==> src/rtl/fetch_if.sv <==
`default_nettype none
// ============================================================================
// Module      : fetch_if
// Description : Instruction-memory request/response bundle between the fetch
//               stage (master) and the instruction memory (slave).
//               Request channel : imem_req_valid / imem_req_ready /
//                                 imem_req_addr
//               Response channel: imem_rsp_valid / imem_rsp_data (the memory
//                                 cannot be back-pressured)
// Revision    : 1.0 - initial release
// ============================================================================
interface fetch_if #(
    parameter int WORD_BITWIDTH = 32
);
    logic                     imem_req_valid;
    logic                     imem_req_ready;
    logic [WORD_BITWIDTH-1:0] imem_req_addr;
    logic                     imem_rsp_valid;
    logic [WORD_BITWIDTH-1:0] imem_rsp_data;

    modport master (
        output imem_req_valid,
        output imem_req_addr,
        input  imem_req_ready,
        input  imem_rsp_valid,
        input  imem_rsp_data
    );

    modport slave (
        input  imem_req_valid,
        input  imem_req_addr,
        output imem_req_ready,
        output imem_rsp_valid,
        output imem_rsp_data
    );
endinterface
`default_nettype wire

==> src/rtl/fetch_stage.sv <==
`default_nettype none
// ============================================================================
// Module      : fetch_stage
// Description : Instruction fetch stage with a single outstanding memory
//               request, a one-entry skid buffer for responses that arrive
//               while the IF/ID register is stalled, and redirect handling
//               that discards an in-flight response.
// Ports       : clk, rst_n          - clock, asynchronous active-low reset
//               pc_hold             - suppress issuing new fetch requests
//               ifid_hold           - freeze the IF/ID register
//               redirect_valid/_pc  - taken branch/jump from a later stage
//               imem (fetch_if)     - instruction memory request/response
//               ifid_valid/_pc/_instr - IF/ID pipeline register
//               if_Rs1, if_Rs2      - source register fields of ifid_instr
//               perf_fetch_cnt, perf_bubble_cnt - only with FETCH_PERF_CNT_EN
// Options     : define FETCH_PERF_CNT_EN to build the performance counters
// Revision    : 1.0 - initial release
// ============================================================================
module fetch_stage #(
    parameter int                       WORD_BITWIDTH    = 32,
    parameter int                       REG_NUM_BITWIDTH = 5,
    parameter logic [WORD_BITWIDTH-1:0] RESET_PC         = 32'h0000_0000
) (
    input  logic                        clk,
    input  logic                        rst_n,
    input  logic                        pc_hold,
    input  logic                        ifid_hold,
    input  logic                        redirect_valid,
    input  logic [WORD_BITWIDTH-1:0]    redirect_pc,
    fetch_if.master                     imem,
    output logic                        ifid_valid,
    output logic [WORD_BITWIDTH-1:0]    ifid_pc,
    output logic [WORD_BITWIDTH-1:0]    ifid_instr,
    output logic [REG_NUM_BITWIDTH-1:0] if_Rs1,
    output logic [REG_NUM_BITWIDTH-1:0] if_Rs2
`ifdef FETCH_PERF_CNT_EN
    ,
    output logic [31:0]                 perf_fetch_cnt,
    output logic [31:0]                 perf_bubble_cnt
`endif
);

    // addi x0, x0, 0 : the canonical bubble instruction
    localparam logic [WORD_BITWIDTH-1:0] NOP_INSTR = WORD_BITWIDTH'(32'h0000_0013);

    typedef enum logic [1:0] {
        S_REQ  = 2'd0,  // ready to issue a request
        S_WAIT = 2'd1,  // request accepted, awaiting the response
        S_FULL = 2'd2,  // response parked in the buffer behind a stalled IF/ID
        S_DROP = 2'd3   // response still in flight but made stale by a redirect
    } state_t;

    state_t                   state, state_nxt;
    logic [WORD_BITWIDTH-1:0] pc, pc_nxt;
    logic [WORD_BITWIDTH-1:0] req_pc, req_pc_nxt;
    logic [WORD_BITWIDTH-1:0] buf_pc, buf_pc_nxt;
    logic [WORD_BITWIDTH-1:0] buf_instr, buf_instr_nxt;

    logic                     load_valid;
    logic                     load_bubble;
    logic [WORD_BITWIDTH-1:0] load_pc;
    logic [WORD_BITWIDTH-1:0] load_instr;
    logic                     req_fire;

    // ------------------------------------------------------------------
    // Request channel
    // ------------------------------------------------------------------
    assign imem.imem_req_valid = (state == S_REQ) & ~pc_hold & ~redirect_valid;
    assign imem.imem_req_addr  = pc;
    assign req_fire            = imem.imem_req_valid & imem.imem_req_ready;

    // ------------------------------------------------------------------
    // Next-state and IF/ID load decisions
    // ------------------------------------------------------------------
    always_comb begin
        state_nxt     = state;
        pc_nxt        = pc;
        req_pc_nxt    = req_pc;
        buf_pc_nxt    = buf_pc;
        buf_instr_nxt = buf_instr;
        load_valid    = 1'b0;
        load_bubble   = 1'b0;
        load_pc       = buf_pc;
        load_instr    = buf_instr;

        if (redirect_valid) begin
            // Masking the low bits keeps the target word aligned.
            pc_nxt = redirect_pc & ~WORD_BITWIDTH'(3);
            case (state)
                S_WAIT:  state_nxt = imem.imem_rsp_valid ? S_REQ : S_DROP;
                S_DROP:  state_nxt = imem.imem_rsp_valid ? S_REQ : S_DROP;
                default: state_nxt = S_REQ;
            endcase
            // A fresh redirect flushes IF/ID even under ifid_hold. A repeat
            // redirect while already dropping only retargets the pc; IF/ID
            // then follows the ordinary bubble/hold rule.
            if (state != S_DROP) begin
                load_bubble = 1'b1;
            end else begin
                load_bubble = ~ifid_hold;
            end
        end else begin
            case (state)
                S_REQ: begin
                    if (req_fire) begin
                        req_pc_nxt = pc;
                        pc_nxt     = pc + WORD_BITWIDTH'(4);
                        state_nxt  = S_WAIT;
                    end
                    // Responses arriving here are protocol violations: ignored.
                    load_bubble = ~ifid_hold;
                end
                S_WAIT: begin
                    if (imem.imem_rsp_valid) begin
                        if (!ifid_hold) begin
                            load_valid = 1'b1;
                            load_pc    = req_pc;
                            load_instr = imem.imem_rsp_data;
                            state_nxt  = S_REQ;
                        end else begin
                            buf_pc_nxt    = req_pc;
                            buf_instr_nxt = imem.imem_rsp_data;
                            state_nxt     = S_FULL;
                        end
                    end else begin
                        load_bubble = ~ifid_hold;
                    end
                end
                S_FULL: begin
                    // Drain the buffer; issuing waits for the next cycle.
                    if (!ifid_hold) begin
                        load_valid = 1'b1;
                        state_nxt  = S_REQ;
                    end
                end
                S_DROP: begin
                    if (imem.imem_rsp_valid) begin
                        state_nxt = S_REQ;
                    end
                    load_bubble = ~ifid_hold;
                end
                default: state_nxt = S_REQ;
            endcase
        end
    end

    // ------------------------------------------------------------------
    // State registers
    // ------------------------------------------------------------------
    always_ff @(posedge clk or negedge rst_n) begin
        if (!rst_n) begin
            state     <= S_REQ;
            pc        <= RESET_PC;
            req_pc    <= '0;
            buf_pc    <= '0;
            buf_instr <= NOP_INSTR;
        end else begin
            state     <= state_nxt;
            pc        <= pc_nxt;
            req_pc    <= req_pc_nxt;
            buf_pc    <= buf_pc_nxt;
            buf_instr <= buf_instr_nxt;
        end
    end

    // IF/ID register: a bubble clears valid and inserts a NOP but keeps pc.
    always_ff @(posedge clk or negedge rst_n) begin
        if (!rst_n) begin
            ifid_valid <= 1'b0;
            ifid_pc    <= '0;
            ifid_instr <= NOP_INSTR;
        end else if (load_valid) begin
            ifid_valid <= 1'b1;
            ifid_pc    <= load_pc;
            ifid_instr <= load_instr;
        end else if (load_bubble) begin
            ifid_valid <= 1'b0;
            ifid_instr <= NOP_INSTR;
        end
    end

    assign if_Rs1 = ifid_instr[15 +: REG_NUM_BITWIDTH];
    assign if_Rs2 = ifid_instr[20 +: REG_NUM_BITWIDTH];

`ifdef FETCH_PERF_CNT_EN
    // ------------------------------------------------------------------
    // Performance counters (free-running, wrap at 2^32)
    // ------------------------------------------------------------------
    always_ff @(posedge clk or negedge rst_n) begin
        if (!rst_n) begin
            perf_fetch_cnt  <= 32'd0;
            perf_bubble_cnt <= 32'd0;
        end else begin
            if (load_valid) begin
                perf_fetch_cnt <= perf_fetch_cnt + 32'd1;
            end
            if (load_bubble && !load_valid) begin
                perf_bubble_cnt <= perf_bubble_cnt + 32'd1;
            end
        end
    end
`endif

endmodule
`default_nettype wire

==> src/flat_wrapper.sv <==
// flat-port wrapper written by rule: the top's interface ports become plain ports
module fetch_stage_flat 
#(
    parameter int                       WORD_BITWIDTH    = 32,
    parameter int                       REG_NUM_BITWIDTH = 5,
    parameter logic [WORD_BITWIDTH-1:0] RESET_PC         = 32'h0000_0000
)
  (clk, rst_n, pc_hold, ifid_hold, redirect_valid, redirect_pc, ifid_valid, ifid_pc, ifid_instr, if_Rs1, if_Rs2, imem_imem_req_valid, imem_imem_req_addr, imem_imem_req_ready, imem_imem_rsp_valid, imem_imem_rsp_data);
  fetch_if #(.WORD_BITWIDTH(WORD_BITWIDTH)) imem_i ();
  input  logic clk;
  input  logic rst_n;
  input  logic pc_hold;
  input  logic ifid_hold;
  input  logic redirect_valid;
  input  logic [WORD_BITWIDTH-1:0] redirect_pc;
  output logic ifid_valid;
  output logic [WORD_BITWIDTH-1:0] ifid_pc;
  output logic [WORD_BITWIDTH-1:0] ifid_instr;
  output logic [REG_NUM_BITWIDTH-1:0] if_Rs1;
  output logic [REG_NUM_BITWIDTH-1:0] if_Rs2;
  output wire logic [$bits(imem_i.imem_req_valid)-1:0] imem_imem_req_valid;
  output wire logic [$bits(imem_i.imem_req_addr)-1:0] imem_imem_req_addr;
  input wire logic [$bits(imem_i.imem_req_ready)-1:0] imem_imem_req_ready;
  input wire logic [$bits(imem_i.imem_rsp_valid)-1:0] imem_imem_rsp_valid;
  input wire logic [$bits(imem_i.imem_rsp_data)-1:0] imem_imem_rsp_data;
  assign imem_imem_req_valid = imem_i.imem_req_valid;
  assign imem_imem_req_addr = imem_i.imem_req_addr;
  assign imem_i.imem_req_ready = imem_imem_req_ready;
  assign imem_i.imem_rsp_valid = imem_imem_rsp_valid;
  assign imem_i.imem_rsp_data = imem_imem_rsp_data;
  fetch_stage #(.WORD_BITWIDTH(WORD_BITWIDTH), .REG_NUM_BITWIDTH(REG_NUM_BITWIDTH), .RESET_PC(RESET_PC)) u_core (.clk(clk), .rst_n(rst_n), .pc_hold(pc_hold), .ifid_hold(ifid_hold), .redirect_valid(redirect_valid), .redirect_pc(redirect_pc), .imem(imem_i), .ifid_valid(ifid_valid), .ifid_pc(ifid_pc), .ifid_instr(ifid_instr), .if_Rs1(if_Rs1), .if_Rs2(if_Rs2));
endmodule
==> config.mk <==
export PLATFORM = sky130hd
export DESIGN_NAME = fetch_stage_flat
export DESIGN_NICKNAME = d
export VERILOG_FILES = /design/src/rtl/fetch_if.sv /design/src/rtl/fetch_stage.sv /design/src/flat_wrapper.sv
export SDC_FILE = /design/constraint.sdc
export NUM_CORES = 1
export LEC_CHECK = 0
export CORE_MARGIN = 2
export CORE_UTILIZATION = 37
export DETAILED_ROUTE_END_ITERATION = 7
export RECOVER_POWER = 50
export SYNTH_ARGS = -nofsm -noshare
export SYNTH_HDL_FRONTEND = slang
export SYNTH_SLANG_ARGS = --single-unit
==> constraint.sdc <==
create_clock -name clk -period 2.2 [get_ports clk]
set_input_delay 0.22 -clock clk [delete_from_list [all_inputs] [get_ports clk]]
set_output_delay 0.22 -clock clk [all_outputs]
set_load 0.03 [all_outputs]
### Supply network, run 1

Bar = 50 um. Pins as bars on the die edge. Tap cells in grey.
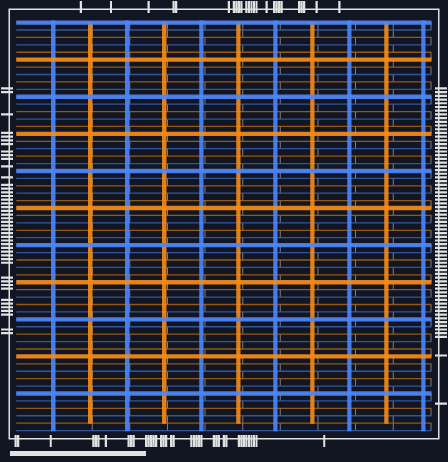
Key: orange = VDD; blue = VSS
The core has 55 rows. 179 signal pins sit on the boundary. 11 straps on met4. 56 met1 rails follow the rows.

### Cells coloured by class, run 1

Bar = 50 um.
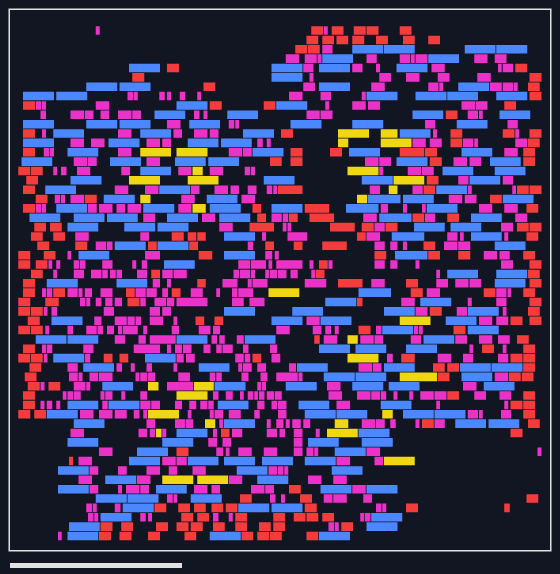
Key: blue = flops [cells 187, share of their area 42%]; red = other buffers and delay cells [cells 207, share of their area 19%]; magenta = all other logic [cells 497, share of their area 33%]; yellow = clock drivers and dummy loads [cells 32, share of their area 5.3%]
final instance area: 11400 sq um
CORE AREA: 22800 sq um
Rows: 55

### Clock network drawn from the DEF, run 1

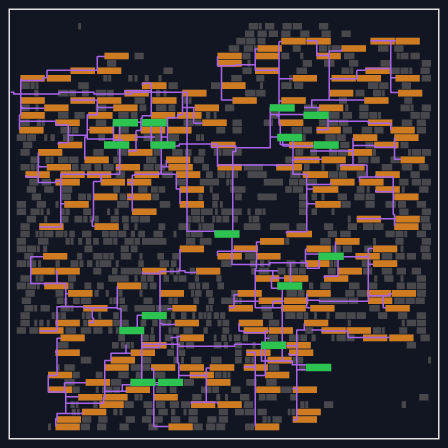
Key: orange = flip-flops [count 187]; purple = clock wires [length 2260 um]; green = cells driving clock nets [count 17]
There are 18 routed clock nets.

### Signal wires by layer, run 1

Bar = 50 um. Only two layers are drawn.
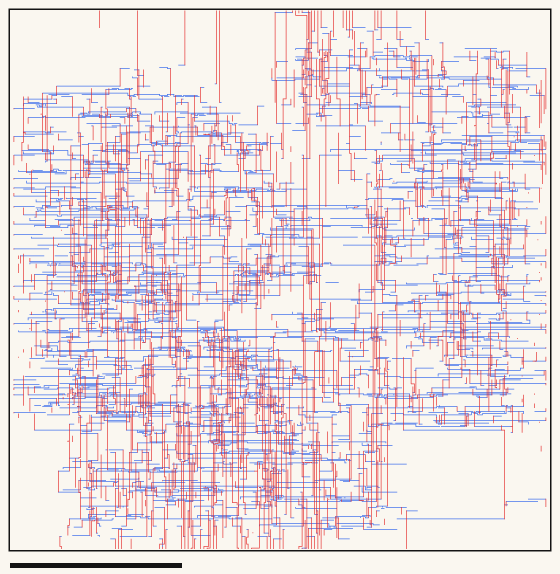
Key: red = met2 [wire length 9490 um]; blue = met1 [wire length 10500 um]
routed wire length: 21300 um
vias post-DR: 6404
Wirelength per Cell: 17.3 um
total track usage: 18.0%

==> run 1: stage by stage <==
step           setup slack (ps)  TNS, ps  util, %
6_report                    144        0     50.3
4_1_cts                    58.4        0     50.3
5_1_grt                   -6.45    -6.45     50.3
2_1_floorplan               302        0        -
3_3_place_gp                114        0     47.7
3_5_place_dp               54.0        0     47.7
==> run 1: state kept, by name, summed over array words and instances, names as in the netlist <==
| signal | cells |
|---|---|
| u_core.buf_instr | 32 |
| u_core.ifid_instr | 32 |
| u_core.buf_pc | 30 |
| u_core.ifid_pc | 30 |
| u_core.imem.imem_req_addr | 30 |
| u_core.req_pc | 30 |
| u_core.state | 2 |
| u_core.ifid_valid | 1 |
==> run 1: cell families (layout without fill, tap and decap cells) <==
| logic type | after synthesis | in the layout | share of synthesized area [%] |
|---|---|---|---|
| other cells | 1 | 4 | 0.0433 |
| compound gates | 147 | 147 | 11.9 |
| fa+ha+maj | 6 | 6 | 0.867 |
| buf+inv | 74 | 249 | 4.35 |
| xor+xnor | 12 | 12 | 1.21 |
| flops | 187 | 187 | 54.2 |
| simple gates | 196 | 196 | 12.0 |
| mux | 122 | 122 | 15.5 |
==> run 1: layer usage <==
metal | vias to the layer above | GRT usage [%] | wire (um)
met5 | - | 0 | 0
met4 | 0 | 4.46 | 233
met3 | 15 | 4.49 | 1100
met2 | 169 | 28.2 | 9490
met1 | 3194 | 25.0 | 10500
li1 | 3026 | - | -
==> run 1: what timing repair did <==
action	4_1_cts	5_1_grt
setup buffers	0	0
pin swaps	0	0
setup endpoints to repair	1	4
endpoints found under the hold margin	40	0
hold buffers	1	0
resized	4	3
==> run 1: final cells by class <==
cell class / count / area (sq um)
clock buffers: 18 / 439
multi-input cells: 487 / 3660
clock inverters: 14 / 151
flip-flops and latches: 187 / 4690
inverters: 10 / 37.5
fillers: 2089 / 11300
repair buffers: 207 / 2080
well taps: 313 / 392
==> run 1: path summary, 6_finish.rpt <==
kind                       slack [ps]                                        end  cells after the start
min in group asynchronous         600          u_core.ifid_instr[17]$_DFFE_PN0P_                      2
min reg2reg                       480           u_core.ifid_instr[1]$_DFFE_PN1P_                      2
min                               290              u_core.ifid_valid$_DFFE_PN0P_                      4
max in group asynchronous         330              u_core.buf_pc[23]$_DFFE_PN0P_                      3
max reg2reg                       140  u_core.imem.imem_req_addr[27]$_DFFE_PN0P_                      7
max                               140  u_core.imem.imem_req_addr[27]$_DFFE_PN0P_                      7
==> run 1: where the power goes <==
group | leakage [nW] | internal, mW | total (mW) | switching [mW]
registers | 2.36 | 4.59 | 5.29 | 0.699
logic | 2.14 | 2.02 | 4.10 | 2.08
clock network | 0.289 | 1.64 | 3.07 | 1.43
total | 4.79 | 8.25 | 12.5 | 4.21
==> run 1: critical path, cell delays in order, from the launching register on <==
cell	delay (ps)
dfrtp_1	400
inv_1	130
ha_1	190
buf_4	140
and4b_2	290
nand4_4	150
or4_1	500
a31oi_1	160
==> CHANGELOG.md, run 1 <==
## Implementation

- Layout Cells excl Fill: 1236
- Fin. Hold Viols: 0
- Antenna violations before repair: 0
- Top-area cell share: 52.3%
- Worst Path Arrival: 2410 ps
- Sink Count: 187
- Die area: 24600 sq um
- Post-layout min period: 2060 ps
- Power Total: 12.5 mW
- Critical Path Sink Type: register
- Global-route wire length before repair: 34400 um
- Post-Synthesis Cells: 745
- Final routed DRC violation total: 0
- Total grt overflow: 0
- Mapped cell area: 8650 sq um
- Initial drt markers: 291
- Most frequent logic cell in the layout: dfrtp_1
- Maxcap violations: 0
- Final Skew: 11.5 ps
- Hold Crit Class: in -> reg
- I/O pin cnt: 179
- Vias in the first global route: 6379
- First-pass detailed-route iteration total: 5
- Final Setup Violations: 0
- Worst Path Required: 2550 ps
- Init Core Util: 38.0%
- Number of antenna diodes: 0
- YS warnings: 0
- Pleak: 4.79 nW
- Post-DP Area: 10900 sq um
- Post-DP HPWL: 14900 um
- PortBufs: 172
- Yosys Instances: 745
- Most instantiated logic cells after routing: dfrtp_1, clkdlybuf4s50_1, mux2_2
- Clk root buf: clkbuf_16
- Pwr dens: 1090 nW/um^2
- Placer's final routability congestion estimate: 0.782
- Worst-margin pin slew: 1280 ps
- Status: complete, no violations
- Largest area contributor in the netlist: dfrtp_1
- Proportion of layout cells with a drive suffix above 1: 23.7%
- Dominant register cell: dfrtp_1
- Cts bufs inserted: 17
- Total tool warning count: 32
- Worst hold start: redirect_valid
- WS Path Type: reg -> reg
- Antenna Nets Post-Route: 0
- Vias/cell: 5.18
### Cell outlines without signal wires, run 1

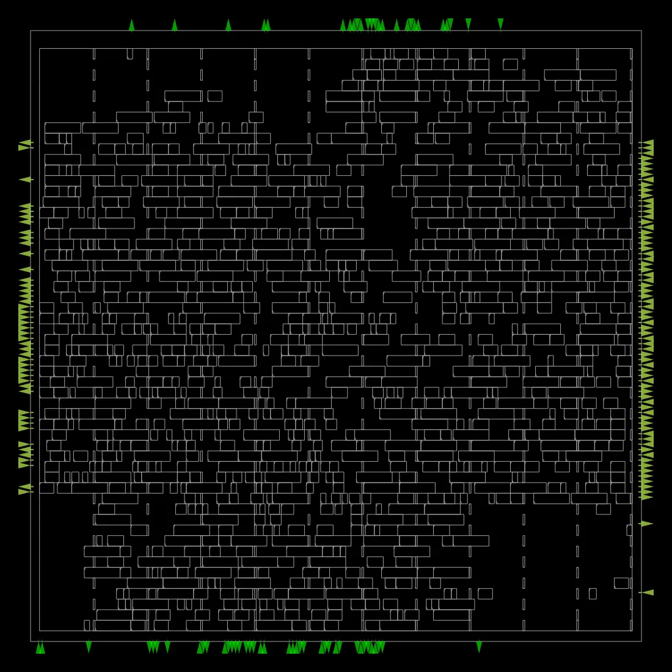

--- run 2 (diff from run 1) ---
--- a/config.mk
+++ b/config.mk
@@ -8,6 +8,7 @@
 export CORE_MARGIN = 2
 export CORE_UTILIZATION = 37
 export DETAILED_ROUTE_END_ITERATION = 7
+export PLACE_DENSITY = 0.61
 export RECOVER_POWER = 50
 export SYNTH_ARGS = -nofsm -noshare
 export SYNTH_HDL_FRONTEND = slang
### Cell outlines without signal wires, run 2

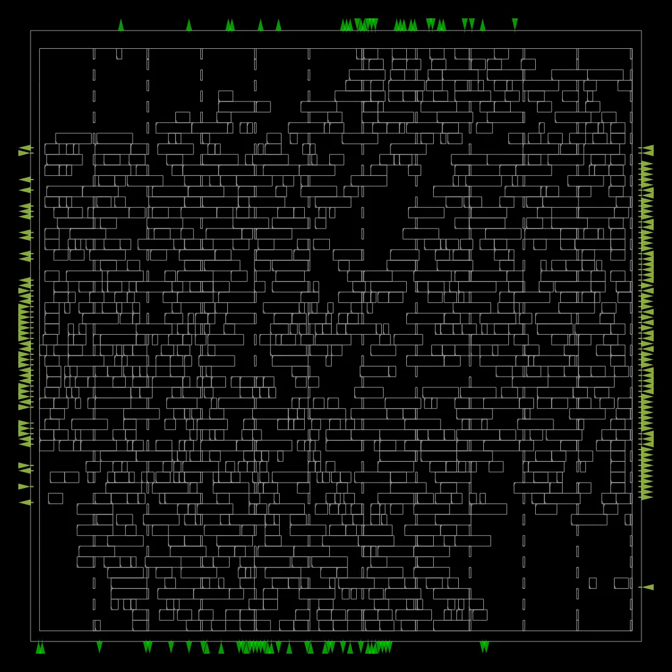
Layout Cells excl Fill: 1239
Seq cells: 187
flop share of the area: 40.8%

==> run 2 against run 1 <==
Effect of this change:
- the run now ends with max-capacitance violations, max-slew violations left
- power down 0.39%
- highest routed layer unchanged
- non-clock buffer count up 3
- sequential share of layout area down 0.15 points
- largest power group unchanged
- largest cell class unchanged
- critical path type unchanged
- fmax down 1.9%
- design area up 0.36%
- final cell count up 0.24%
==> CHANGELOG.md, run 2 <==
## Implementation

- Post-Synthesis Cells: 745 (unchanged)
- Worst r2r path cells: 7 (unchanged)
- Vias/cell: 5.13 (was 5.18)
- Critical Path Sink Type: register (unchanged)
- Die area: 24600 sq um (unchanged)
- Post-DP HPWL: 15200 um (was 14900 um)
- Global-route wire length before repair: 34900 um (was 34400 um)
- Wirelength per Cell: 17.4 um (was 17.3 um)
- GRT busiest layer: met2 (unchanged)
- PortBufs: 172 (unchanged)
- Cts bufs inserted: 17 (unchanged)
- Yosys Instances: 745 (unchanged)
- Final setup TNS: 0 ps (unchanged)
- Crit-path max cell delay: 490 ps (was 500 ps)
- CORE AREA: 22800 sq um (unchanged)
- Worst path buffer plus inverter count: 2 (unchanged)
- YS warnings: 0 (unchanged)
- Maxcap violations: 1 (was 0)
- Final routed DRC violation total: 0 (unchanged)
- Routed wire length: 21600 um (was 21300 um)
- Vias in the first global route: 6429 (was 6379)
- Init Core Util: 38.0% (unchanged)
- Vias post-DR: 6352 (was 6404)
- Post-layout min period: 2100 ps (was 2060 ps)
- Setup WS post-layout: 104 ps (was 144 ps)
- Total track usage: 18.2% (was 18.0%)
- Placer's final routability congestion estimate: 0.797 (was 0.782)
- Total grt overflow: 0 (unchanged)
- Area fraction in mux cells: 15.5% (unchanged)
- Sink Count: 187 (unchanged)
- AND-OR/OR-AND Cells, Area Fraction: 11.9% (unchanged)
- XOR Share, Synth: 1.21% (unchanged)
- Largest area contributor in the netlist: dfrtp_1 (unchanged)
- Status: complete, but fails checks (was complete, no violations)
- Pwr dens: 1080 nW/um^2 (was 1090 nW/um^2)
- CP cell instances: inv_1 -> ha_1 -> buf_4 -> and4b_1 -> nand4_4 -> or4_1 -> a31oi_1 (was inv_1 -> ha_1 -> buf_4 -> and4b_2 -> nand4_4 -> or4_1 -> a31oi_1)
- Antenna Nets Post-Route: 0 (unchanged)
- Power Total: 12.4 mW (was 12.5 mW)
- Fin. Hold Viols: 0 (unchanged)
- Met3 Use GR: 3.47% (was 4.49%)
- Final Skew: 10.4 ps (was 11.5 ps)
- Rows: 55 (unchanged)
- Pre-CTS WS: 54.6 ps (was 54.0 ps)
- Register-to-register setup slack: 100 ps (was 140 ps)
- Worst Hold Depth: 4 (unchanged)
- Max Slew Vio Count: 57 (was 0)
- Proportion of layout cells with a drive suffix above 1: 23.7% (about the same)
- Final Setup Violations: 0 (unchanged)
- WS Path Type: reg -> reg (unchanged)
- Failing checks: max-capacitance violations, max-slew violations
run 2: cell counts after synthesis:
No cell type changed its count.
run 2: through the flow:
step / hold slack, ps / instance area, sq um
after detailed placement: 261 / 10900
after CTS: 250 / 11500
after global routing: 298 / 11500
after floorplan: -75.6 / 8670
after global placement: 252 / 10900
final: 255 / 11500
run 2: per-layer routing:
layer	up-vias	routed length (um)
li1	3046	-
met1	3125	10700
met5	-	0
met3	15	939
met4	0	228
met2	166	9770
run 2: cell families (layout without fill, tap and decap cells):
group                    count (synthesis)  after routing
buffers and inverters                   74            252
XOR/XNOR                                12             12
adder cells (fa/ha/maj)                  6              6
AND/OR/NAND/NOR                        196            196
multiplexers                           122            122
AND-OR/OR-AND                          147            147
flip-flops                             187            187
other                                    1              4
run 2: how the worst max path moves through the flow:
stage | slack, ps | to | cells past startpoint
6_report | 100 | u_core.imem.imem_req_addr[27]$_DFFE_PN0P_ | 7
5_1_grt | 3 | u_core.imem.imem_req_addr[29]$_DFFE_PN0P_ | 7
4_1_cts | 7 | imem_imem_req_valid | 5
3_5_place_dp | 50 | u_core.imem.imem_req_addr[25]$_DFFE_PN0P_ | 5
3_3_place_gp | 120 | u_core.imem.imem_req_addr[29]$_DFFE_PN0P_ | 5
2_1_floorplan | 300 | u_core.imem.imem_req_addr[26]$_DFFE_PN0P_ | 6
run 2: area by class of cell:
| type | count | area (sq um) |
|---|---|---|
| inverter | 10 | 37.5 |
| tap | 313 | 392 |
| clock inverter | 14 | 153 |
| multi-input combinational | 487 | 3650 |
| sequential | 187 | 4690 |
| timing repair buffer | 210 | 2140 |
| fill | 2028 | 11300 |
| clock buffer | 18 | 429 |
run 2: timing repair:
action / CTS / global route
resized: 2 / 3
setup endpoints to repair: 1 / 18
buffers inserted: 0 / 1
hold buffers: 1 / 0
pin swaps: 0 / 1
endpoints found under the hold margin: 51 / 0
run 2: worst reg2reg max path: cells and delay by family (launching register included):
family	cells	cell delay, ps
and+or+nand+nor	3	970
DFF	1	400
AOI/OAI and AO/OA	1	170
buffers and inverters	2	280
adders and majority gates	1	190
run 2: where the power goes:
| group | switching, mW | internal, mW |
|---|---|---|
| Sequential | 0.693 | 4.59 |
| Clock | 1.45 | 1.62 |
| Combinational | 2.09 | 1.97 |
| Total | 4.24 | 8.18 |
### Signal wires by layer, run 2

Bar = 50 um. Only two layers are drawn.
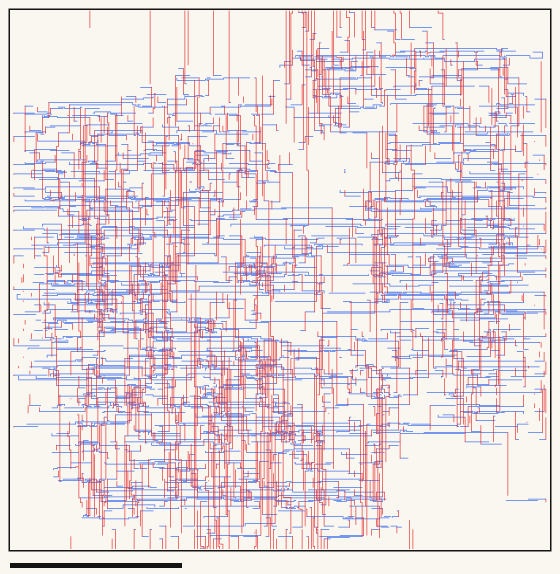

--- run 3 (diff from run 2) ---
--- a/config.mk
+++ b/config.mk
@@ -9,7 +9,6 @@
 export CORE_UTILIZATION = 37
 export DETAILED_ROUTE_END_ITERATION = 7
 export PLACE_DENSITY = 0.61
-export RECOVER_POWER = 50
 export SYNTH_ARGS = -nofsm -noshare
 export SYNTH_HDL_FRONTEND = slang
 export SYNTH_SLANG_ARGS = --single-unit
### Signal wires by layer, run 3

Bar = 50 um. Only two layers are drawn.
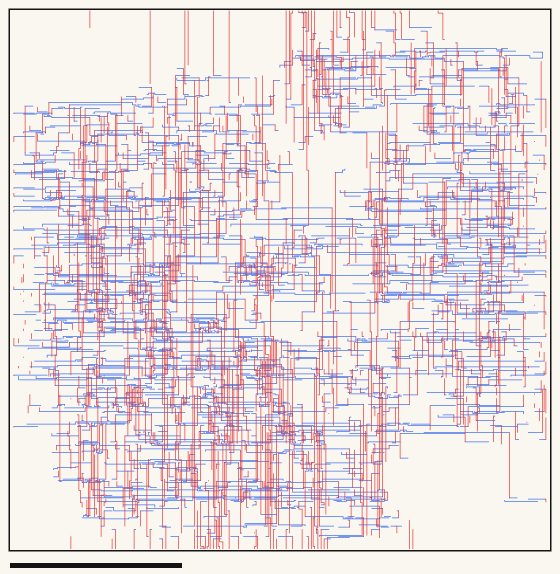
total track usage: 18.2%
routed wire length: 21600 um
vias post-DR: 6346
Wirelength per Cell: 17.4 um

==> run 3 against run 2 <==
Effect of this change:
- the run now ends clean
- die area unchanged
- clock skew down 1.3 ps
- combinational power up 2%
- fmax is 0.10% lower
==> CHANGELOG.md, run 3 <==
## Implementation

- Mapped cell area: 8650 sq um (unchanged)
- Final Skew: 9.04 ps (was 10.4 ps)
- Final routed DRC violation total: 0 (unchanged)
- Antenna violations before repair: 0 (unchanged)
- Cts bufs inserted: 17 (unchanged)
- Worst-margin pin slew: 535 ps (was 1630 ps)
- Worst Path Arrival: 2440 ps (about the same)
- Worst Hold Depth: 4 (unchanged)
- Post-DP HPWL: 15200 um (unchanged)
- R2R Path End: u_core.imem.imem_req_addr[27]$_DFFE_PN0P_ (unchanged)
- Hold Crit Class: in -> reg (unchanged)
- WS Path Type: reg -> reg (unchanged)
- Max Slew Vio Count: 0 (was 57)
- Most frequent logic cell in the layout: dfrtp_1 (unchanged)
- Yosys Instances: 745 (unchanged)
- Post-Synthesis Cells: 745 (unchanged)
- Total tool warning count: 32 (unchanged)
- Rows: 55 (unchanged)
- Pwr dens: 1090 nW/um^2 (was 1080 nW/um^2)
- Fin. Hold Viols: 0 (unchanged)
- Sink Count: 187 (unchanged)
- Worst Path Required: 2550 ps (about the same)
- Final Setup Violations: 0 (unchanged)
- Status: complete, no violations (was complete, but fails checks)
- PortBufs: 172 (unchanged)
- Global-route wire length before repair: 34900 um (unchanged)
- Dominant register cell: dfrtp_1 (unchanged)
- Critical Path End: u_core.imem.imem_req_addr[27]$_DFFE_PN0P_ (unchanged)
- YS warnings: 0 (unchanged)
- Pleak: 4.83 nW (was 4.97 nW)
- Vias/cell: 5.12 (was 5.13)
- Final period util: 95.4% (was 95.3%)
- Critical Path Sink Type: register (unchanged)
- Post-layout min period: 2100 ps (about the same)
- WHS: 249 ps (was 255 ps)
- Final setup TNS: 0 ps (unchanged)
- Initial drt markers: 292 (was 314)
- Layout Cells excl Fill: 1240 (was 1239)
- Largest area contributor in the netlist: dfrtp_1 (unchanged)
- Register-to-register setup slack: 100 ps (about the same)
- Antenna Nets Post-Route: 0 (unchanged)
- Vias in the first global route: 6429 (unchanged)
- Die width: 157 um (unchanged)
- Maxcap violations: 0 (was 1)
- CORE AREA: 22800 sq um (unchanged)
- Final instance area: 11500 sq um (about the same)
- Clk root buf: clkbuf_16 (unchanged)
- Total grt overflow: 0 (unchanged)
- Regs by FF count: u_core.buf_instr (32), u_core.ifid_instr (32) (unchanged)
- Worst r2r path cells: 7 (unchanged)
- Number of synthesized flops with an enable pin: 0 (unchanged)
- Post-DP Area: 10900 sq um (unchanged)
==> run 3: cell counts after synthesis <==
No cell type changed its count.
==> run 3: through the flow <==
step                utilization, %  worst slack [ps]
finish                        50.5               102
global route                  50.5              3.23
CTS                           50.4              6.61
detailed placement            47.8              54.6
global placement              47.8               124
floorplan                        -               302
==> run 3: power by group <==
group | internal (mW) | total (mW) | switching (mW)
logic | 2.04 | 4.13 | 2.09
clock network | 1.62 | 3.07 | 1.45
registers | 4.59 | 5.30 | 0.705
==> run 3: layer usage <==
metal / track usage (%) / up-vias / part of all wire, %
met5: 0 / - / 0
li1: - / 3035 / -
met3: 3.47 / 12 / 4.6
met1: 26.2 / 3141 / 49
met4: 5.24 / 0 / 0.83
met2: 28.1 / 158 / 45
==> run 3: worst max-delay path, stage by stage, from the launching register on <==
cell and delay, ps:
dfrtp_1 400, inv_1 140, ha_1 190, buf_4 140, and4b_1 310, nand4_4 170, or4_1 490, a31oi_1 170
==> run 3: area by class of cell <==
| type | instances | area, sq um |
|---|---|---|
| inverters | 10 | 37.5 |
| multi-input cells | 487 | 3650 |
| diodes | 1 | 2.50 |
| fillers | 2027 | 11300 |
| repair buffers | 210 | 2150 |
| flip-flops and latches | 187 | 4690 |
| clock buffers | 18 | 429 |
| clock inverters | 14 | 153 |
| well taps | 313 | 392 |
==> run 3: worst min-delay path by stage <==
stage               slack [ps]                          endpoint      startpoint
finish                     250     u_core.ifid_valid$_DFFE_PN0P_  redirect_valid
global route               300     u_core.ifid_valid$_DFFE_PN0P_  redirect_valid
CTS                        250     u_core.ifid_valid$_DFFE_PN0P_  redirect_valid
detailed placement         260    u_core.ifid_pc[27]$_DFFE_PN0P_           rst_n
global placement           250    u_core.ifid_pc[25]$_DFFE_PN0P_           rst_n
floorplan                  -80  u_core.buf_instr[10]$_DFFE_PN0P_           rst_n
==> run 3: cell families after synthesis <==
family | Yosys count | synth area share [%]
buffers and inverters | 74 | 4.35
other | 1 | 0.0433
adders and majority gates | 6 | 0.867
AOI/OAI and AO/OA | 147 | 11.9
xor gates and xnor gates | 12 | 1.21
muxes | 122 | 15.5
and+or+nand+nor | 196 | 12.0
DFF | 187 | 54.2
==> run 3: timing repair <==
action	in CTS	in global routing
hold buffers	1	0
buffers inserted	0	1
setup endpoints to repair	1	18
endpoints found under the hold margin	51	0
pin swaps	0	1
gates cloned	0	0
resized	2	3
Power is estimated from default activity; no workload was simulated.
